--- src/rtl/dcache_responder.sv ---
// Data-memory responder: accepts one request at a time, inserts WAIT_CYCLES idle
// cycles, strobes a 64-bit-word RAM and returns read data as a one-cycle pulse.
module dcache_responder #(
  parameter logic [63:0] BASE_ADDR   = 64'h8000_0000,
  parameter int unsigned WAIT_CYCLES = 2
) (
  input  logic        clock,
  input  logic        reset,
  input  logic        cmd_valid,
  output logic        cmd_ready,
  input  logic [63:0] cmd_payload_addr,
  input  logic        cmd_payload_wen,
  input  logic [63:0] cmd_payload_wdata,
  input  logic [7:0]  cmd_payload_wstrb,
  output logic        rsp_valid,
  output logic [63:0] rsp_payload_data,
  output logic        ram_en,
  output logic [27:0] ram_idx,
  output logic        ram_wen,
  output logic [63:0] ram_wdata,
  output logic [63:0] ram_wmask,
  input  logic [63:0] ram_rdata,
  output logic [15:0] err_count
);

  typedef enum logic [2:0] {S_IDLE, S_WAIT, S_ACCESS, S_READ, S_RESP} state_t;

  localparam logic [3:0] CNT_INIT = (WAIT_CYCLES > 0) ? 4'(WAIT_CYCLES - 1) : 4'd0;

  state_t      state_q;
  logic [3:0]  cnt_q;
  logic        ready_q, rsp_valid_q, ram_en_q, ram_wen_q;
  logic [63:0] rsp_data_q, ram_wmask_q, wdata_q;
  logic [27:0] idx_q;
  logic        oor_q, wen_q;
  logic [7:0]  wstrb_q;
  logic [15:0] err_q;

  // Offset computed on the word part with an explicit borrow from the byte part.
  logic [60:0] in_off_hi;
  logic        in_oor, accept, go_access, a_oor, a_wen, a_fire;
  logic [7:0]  a_wstrb;
  logic [63:0] a_mask;

  assign in_off_hi = cmd_payload_addr[63:3] - BASE_ADDR[63:3]
                   - 61'(cmd_payload_addr[2:0] < BASE_ADDR[2:0]);
  assign in_oor    = (cmd_payload_addr < BASE_ADDR) || (in_off_hi[60:28] != '0);
  assign accept    = (state_q == S_IDLE) && ready_q && cmd_valid;
  assign go_access = (accept && (WAIT_CYCLES == 0)) || ((state_q == S_WAIT) && (cnt_q == 4'd0));

  // With no wait states the RAM strobe is set up straight from the live payload.
  assign a_oor   = accept ? in_oor            : oor_q;
  assign a_wen   = accept ? cmd_payload_wen   : wen_q;
  assign a_wstrb = accept ? cmd_payload_wstrb : wstrb_q;
  assign a_fire  = !a_oor && !(a_wen && (a_wstrb == 8'h00));

  always_comb begin
    a_mask = '0;
    for (int i = 0; i < 8; i++) a_mask[8*i +: 8] = {8{a_wstrb[i]}};
  end

  always_ff @(posedge clock or posedge reset) begin
    if (reset) begin
      state_q     <= S_IDLE;
      cnt_q       <= '0;
      ready_q     <= 1'b0;
      rsp_valid_q <= 1'b0;
      rsp_data_q  <= '0;
      ram_en_q    <= 1'b0;
      ram_wen_q   <= 1'b0;
      ram_wmask_q <= '0;
      err_q       <= '0;
      idx_q       <= '0;
      oor_q       <= 1'b0;
      wen_q       <= 1'b0;
      wdata_q     <= '0;
      wstrb_q     <= '0;
    end else begin
      ram_en_q    <= 1'b0;
      ram_wen_q   <= 1'b0;
      ram_wmask_q <= '0;
      rsp_valid_q <= 1'b0;
      case (state_q)
        S_IDLE: begin
          if (!ready_q) begin
            ready_q <= 1'b1;
          end else if (cmd_valid) begin
            ready_q <= 1'b0;
            idx_q   <= in_off_hi[27:0];
            oor_q   <= in_oor;
            wen_q   <= cmd_payload_wen;
            wdata_q <= cmd_payload_wdata;
            wstrb_q <= cmd_payload_wstrb;
            if (WAIT_CYCLES > 0) begin
              state_q <= S_WAIT;
              cnt_q   <= CNT_INIT;
            end else begin
              state_q <= S_ACCESS;
            end
          end
        end
        S_WAIT: begin
          if (cnt_q == 4'd0) state_q <= S_ACCESS;
          else               cnt_q   <= cnt_q - 4'd1;
        end
        S_ACCESS: begin
          if (oor_q && (err_q != 16'hFFFF)) err_q <= err_q + 16'd1;
          if (wen_q) begin
            state_q <= S_IDLE;
            ready_q <= 1'b1;
          end else begin
            state_q <= S_READ;
          end
        end
        S_READ: begin
          rsp_data_q  <= oor_q ? 64'h0 : ram_rdata;
          rsp_valid_q <= 1'b1;
          state_q     <= S_RESP;
        end
        S_RESP: begin
          state_q <= S_IDLE;
          ready_q <= 1'b1;
        end
        default: state_q <= S_IDLE;
      endcase
      if (go_access) begin
        ram_en_q    <= a_fire;
        ram_wen_q   <= a_fire && a_wen;
        ram_wmask_q <= (a_fire && a_wen) ? a_mask : 64'h0;
      end
    end
  end

  assign cmd_ready        = ready_q;
  assign rsp_valid        = rsp_valid_q;
  assign rsp_payload_data = rsp_data_q;
  assign ram_en           = ram_en_q;
  assign ram_idx          = idx_q;
  assign ram_wen          = ram_wen_q;
  assign ram_wdata        = wdata_q;
  assign ram_wmask        = ram_wmask_q;
  assign err_count        = err_q;

endmodule

--- config.mk ---
export PLATFORM = sky130hd
export DESIGN_NAME = dcache_responder
export DESIGN_NICKNAME = d
export VERILOG_FILES = /design/src/rtl/dcache_responder.sv
export SDC_FILE = /design/constraint.sdc
export NUM_CORES = 1
export LEC_CHECK = 0
export ABC_AREA = 0
export ABC_CLOCK_PERIOD_IN_PS = 16200
export CAP_MARGIN = 5
export CELL_PAD_IN_SITES_DETAIL_PLACEMENT = 0
export CELL_PAD_IN_SITES_GLOBAL_PLACEMENT = 1
export CORE_AREA = 2 2 173 175
export CTS_BUF_LIST = sky130_fd_sc_hd__clkbuf_16
export CTS_CLUSTER_DIAMETER = 30
export CTS_CLUSTER_SIZE = 20
export DETAILED_ROUTE_END_ITERATION = 8
export DIE_AREA = 0 0 175 177
export DONT_BUFFER_PORTS = 1
export PLACE_DENSITY_LB_ADDON = 0.1
export SLEW_MARGIN = 0
export SYNTH_ARGS = -nofsm -noshare
export SYNTH_HDL_FRONTEND = slang
export SYNTH_SLANG_ARGS = --single-unit
--- constraint.sdc ---
create_clock -name clock -period 16.2 [get_ports clock]
set_clock_uncertainty 0.15 [all_clocks]
set_input_delay 2.43 -clock clock [delete_from_list [all_inputs] [get_ports clock]]
set_output_delay 2.43 -clock clock [all_outputs]
set_load 0.03 [all_outputs]
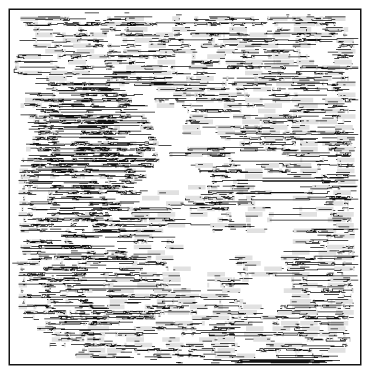
**Above:** run 1 (metal 1).
Drawn at 2 px/um.
- wire length on this layer: 14,600 um
- main direction: horizontal
- nets with wire on the layer: 1,423
- longest straight run: 54.3 um
- share of all routed wire: 40%
Post-Route WL: 36.3 mm
met1 track demand over resource: 28.6%

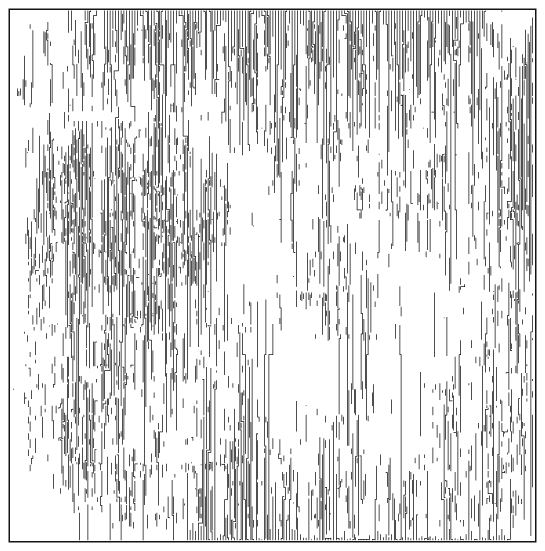
**Above:** run 1 (met2 routing).
Drawn at 3 px/um.
- wire length on this layer: 17,900 um
- share of all routed wire: 49%
- nets with wire on the layer: 1,211
met2 Track Usage GR: 38.3%
vias post-DR: 9,255

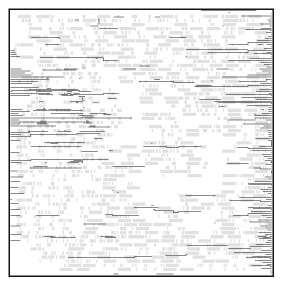
**Above:** run 1 (metal 3).
Drawn at 1.5 px/um.
- main direction: horizontal
- longest straight run: 51.8 um
- nets with wire on the layer: 214
- share of all routed wire: 8.4%
met3 Track Usage GR: 6.92%

==> metrics.cfg, run 1 <==
[yosys]
net_count_entering_floorplan=1586
synthFlopType=dfrtp_1
largest_area_cell=dfrtp_1
synth-async-reset-ratio_pct=100
syn_area_mm2=0.0114
yosys-stat-area_mm2=0.0114

[floorplan]
ios=444
die_extent_in_y_um=177
dieWidth_um=175

[timing]
timing.final.ws_setup_ps=10440
achievable-frequency_ghz=0.173
post-route-period-util_pct=35.6
report.final.slew_viol_count=0
max_slew_margin_pct=21.0

[routing]
first_pass_iters=5
dr.first_iter.drc_count=785
avgRoutedWirePerCell_um=21.1

[clocking]
cts_post_setup_buffers_inserted=0
cts_root_buffer=clkbuf_16
clock_pin_slew_reported_for_the_worst_setup_and_hold_paths_after_clock_tree_synthesis_ps=40
postCtsResizedCells=0
cts_max_level=2

[min_path]
hold_path.class=flip-flop to flip-flop

[grt]
grt_usage_pct=22.9
gr-total-overflow=0
global_route_wire_length_before_repair_mm=55.4

[pwr]
power-per-cell-area_mw_per_mm2=204
max-vdd-ir-drop_mv=0.0790

[finish]
area.growth.synth_to_final_pct=14.4
finish.instance_area_mm2=0.0130

[status]
status=complete, no violations

[placed_design]
pre_cts_ws_ps=10030

[critical_path]
timing.critical_path.slowest_stage_cell=nor4b_2

## run 1: sequential cells by signal, indices dropped and copies added, names as in the netlist, 3 cells and up
signal and count:
ram_wmask 8, ram_wdata 64, ram_idx 28, state_q 3
err_count 16, cnt_q 4, rsp_payload_data 64, wstrb_q 8
## run 1: logic make-up (layout without fill, tap and decap cells)
logic type,after synthesis,in the layout,synth area share (%)
xor gates and xnor gates,45,45,3.46
and+or+nand+nor,636,636,26.5
AOI/OAI and AO/OA,250,250,13.2
buffers and inverters,171,151,7.63
DFF,201,201,44.1
muxes,19,19,1.74
adders and majority gates,30,30,3.29
## run 1: layout by cell type (no fill, tap or decap), types with 14 or more instances in the layout
cell type and n:
clkbuf_16 53, o21ai_0 127, nand3_1 15, dfrtp_1 193
a21oi_1 41, inv_1 49, nand2_1 350, nor4_1 21
nor2_1 57, nor3_1 25, xor2_1 23, xnor2_1 22
nand4_1 24, and2_1 14, ha_1 30, nand2b_1 67
## run 1: power breakdown
group,total [mW],switching (mW),internal (mW)
combinational,0.420,0.273,0.147
sequential,1.23,0.533,0.698
clock,1.01,0.298,0.713
## run 1: metal layers
metal  global-route usage [%]  share of wire [%]
met4                     6.91                2.1
met1                     28.6                 40
met5                        0                  0
met2                     38.3                 49
met3                     6.92                8.4
## run 1: area by class of cell
cell class	count	area, um2	area share (%)
sequential	201	5040	38.7
clock inverter	43	432	3.31
timing repair buffer	9	67.6	0.518
clock buffer	53	1330	10.2
multi-input combinational	980	5500	42.2
tap	390	488	3.74
inverter	46	180	1.38
## run 1: worst max-delay path: cells and delay by family
family                   cells  cell delay [ps]
AND/OR/NAND/NOR              6             2140
adder cells (fa/ha/maj)      1              560
AND-OR/OR-AND                3              860
## run 1: final timing paths
path	endpoint	slack, ps	cells after the start	startpoint
max	oor_q	10440	10	cmd_payload_addr[30]
min	wstrb_q[6]	350	2	wstrb_q[6]
max reg2reg	ram_wmask[39]	12550	8	cmd_ready
min reg2reg	wstrb_q[6]	350	2	wstrb_q[6]
max in group asynchronous	ram_wmask[23]	12530	2	reset
min in group asynchronous	rsp_payload_data[50]	1820	1	reset
## run 1: per-stage QoR
step	utilization [%]	instances	total power, mW
3_5_place_dp	38.6	1626	1.67
2_1_floorplan	-	1352	1.51
4_1_cts	44.6	1722	2.70
3_3_place_gp	38.6	1626	1.66
5_1_grt	44.6	1722	2.82
6_report	44.6	1722	2.66
## run 1: synthesized netlist by cell type, types with 9 or more instances
cell type / count
nor4_1: 21
and2_1: 14
clkbuf_1: 65
nor3_1: 25
o21a_1: 9
dfrtp_1: 201
nand3_1: 15
a21oi_1: 41
nand2_1: 350
nor2_1: 58
xnor2_1: 22
xor2_1: 23
inv_1: 46
buf_4: 56
nand2b_1: 67
a211oi_1: 10
o21ai_0: 127
ha_1: 30
mux2i_1: 13
nand4_1: 24
**Run 1: M4 wires**

Drawn at 1.5 px/um.
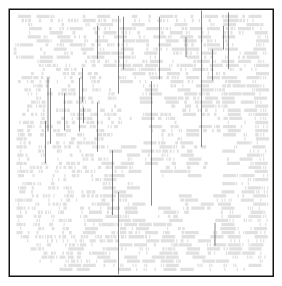

--- run 2 (diff from run 1) ---
Settings changed: ABC_CLOCK_PERIOD_IN_PS 16200 to 5130.
Clock period 16.2 ns to 5.13 ns, I/O delays scaled along.
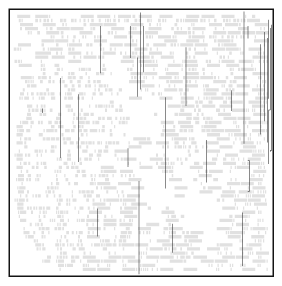
**Above:** run 2 (M4 wires).
Drawn at 1.5 px/um.
- share of all routed wire: 3.0%
- main direction: vertical
- nets with wire on the layer: 19
- wire length on this layer: 1,080 um
- longest straight run: 87.7 um
Post-Route WL: 36.5 mm
vias post-DR: 9,251

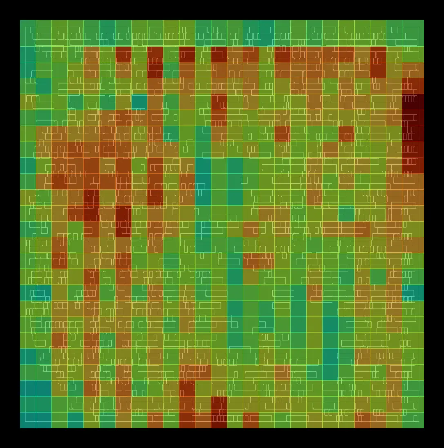
**Above:** run 2 (routing congestion).
Layout Utilization: 44.2%
met3 Track Usage GR: 6.46%
most congested layer reported by global routing: met2

==> run 2 against run 1 <==
Effect of this change:
- core utilization fell by 0.36 points
- first-iteration DRC count is 15% lower
- via count about the same
- sequential share of layout area grew 0.32 points
- global-route usage shrank 0.16 points
- critical path depth is the same
- largest power group unchanged
- highest routed layer unchanged
==> metrics.cfg, run 2 <==
[status]
status=complete, no violations

[clocking]
cts_max_level=2  ; unchanged
clock_pin_slew_reported_for_the_worst_setup_and_hold_paths_after_clock_tree_synthesis_ps=40  ; about the same
postCtsResizedCells=0  ; unchanged

[finish]
finish.instance_area_mm2=0.0129  ; -0.82%
area.growth.synth_to_final_pct=13.5

[floorplan]
dieWidth_um=175  ; unchanged
ios=444  ; unchanged
die_extent_in_y_um=177  ; unchanged

[min_path]
hold_path.class=primary input to async pin

[yosys]
synthMostInstantiatedCell=nand2_1
syn_area_mm2=0.0114  ; unchanged
synthFlopType=dfrtp_1
yosys-stat-area_mm2=0.0114  ; unchanged
top_post_synthesis_cells_by_count=350 x nand2_1, 201 x dfrtp_1, 127 x o21ai_0

[grt]
global_route_wire_length_before_repair_mm=55.0  ; -0.72%

[critical_path]
timing.critical_path.from=cmd_payload_addr[30]
worstReg2RegStart=state_q[2]
worst_r2r_path_depth=10  ; +2

[timing]
post-route-period-util_pct=73.9
max_slew_margin_pct=22.3  ; +1.3 points
achievable-frequency_ghz=0.264
report.final.slew_viol_count=0  ; unchanged

[routing]
first_pass_iters=5  ; unchanged

run 2: cell counts after synthesis:
Identical to the previous run, type by type.
run 2: cell families (layout without fill, tap and decap cells):
logic type / count (synthesis) / after routing / share of synthesized area (%)
DFF: 201 / 201 / 44.1
and+or+nand+nor: 636 / 636 / 26.5
xor gates and xnor gates: 45 / 45 / 3.46
muxes: 19 / 19 / 1.74
buffers and inverters: 171 / 157 / 7.63
other: 0 / 3 / 0
AOI/OAI and AO/OA: 250 / 250 / 13.2
adders and majority gates: 30 / 30 / 3.29
run 2: critical path, delay by kind of cell:
kind / cells / cell delay (ps)
simple gates: 5 / 1680
compound gates: 3 / 730
fa+ha+maj: 1 / 560
mux: 1 / 270
run 2: power breakdown:
group	switching (mW)	internal (mW)
logic	0.860	0.474
registers	1.68	2.20
clock network	0.952	1.89
total	3.49	4.57
run 2: worst paths after layout:
| path | endpoint | slack (ps) |
|---|---|---|
| worst min register to register | wstrb_q[6] | 350 |
| worst max register to register | oor_q | 1470 |
| min in group clock | ram_wdata[19] | 180 |
| max in group asynchronous | ram_wmask[31] | 3620 |
| worst min-delay path | rsp_payload_data[16] | 70 |
| worst max-delay path | oor_q | 1340 |
run 2: metal layers:
layer	up-vias	part of all wire [%]	track usage, %
met5	-	0	0
met2	381	48	37.3
li1	4465	-	-
met1	4346	41	28.5
met3	59	8.3	6.46
met4	0	3.0	8.75
run 2: area by class of cell:
cell class                 count  area (um2)
sequential                   201        5040
clock buffer                  51        1280
clock inverter                45         314
inverter                      46         176
fill                        2980       16300
tap                          390         488
timing repair buffer          15         125
multi-input combinational    980        5500
antenna                        3        7.51
run 2: per-stage QoR:
step           instances  util [%]  setup WS (ps)  total power, mW
5_1_grt             1731      44.2           1050             8.53
3_5_place_dp        1632      38.7            881             5.28
6_report            1731      44.2           1340             8.06
4_1_cts             1728      44.2           1400             8.17
3_3_place_gp        1632      38.7            858             5.24
2_1_floorplan       1352         -           1590             4.76
No activity file was given, so power comes from the tool's default toggle rates.
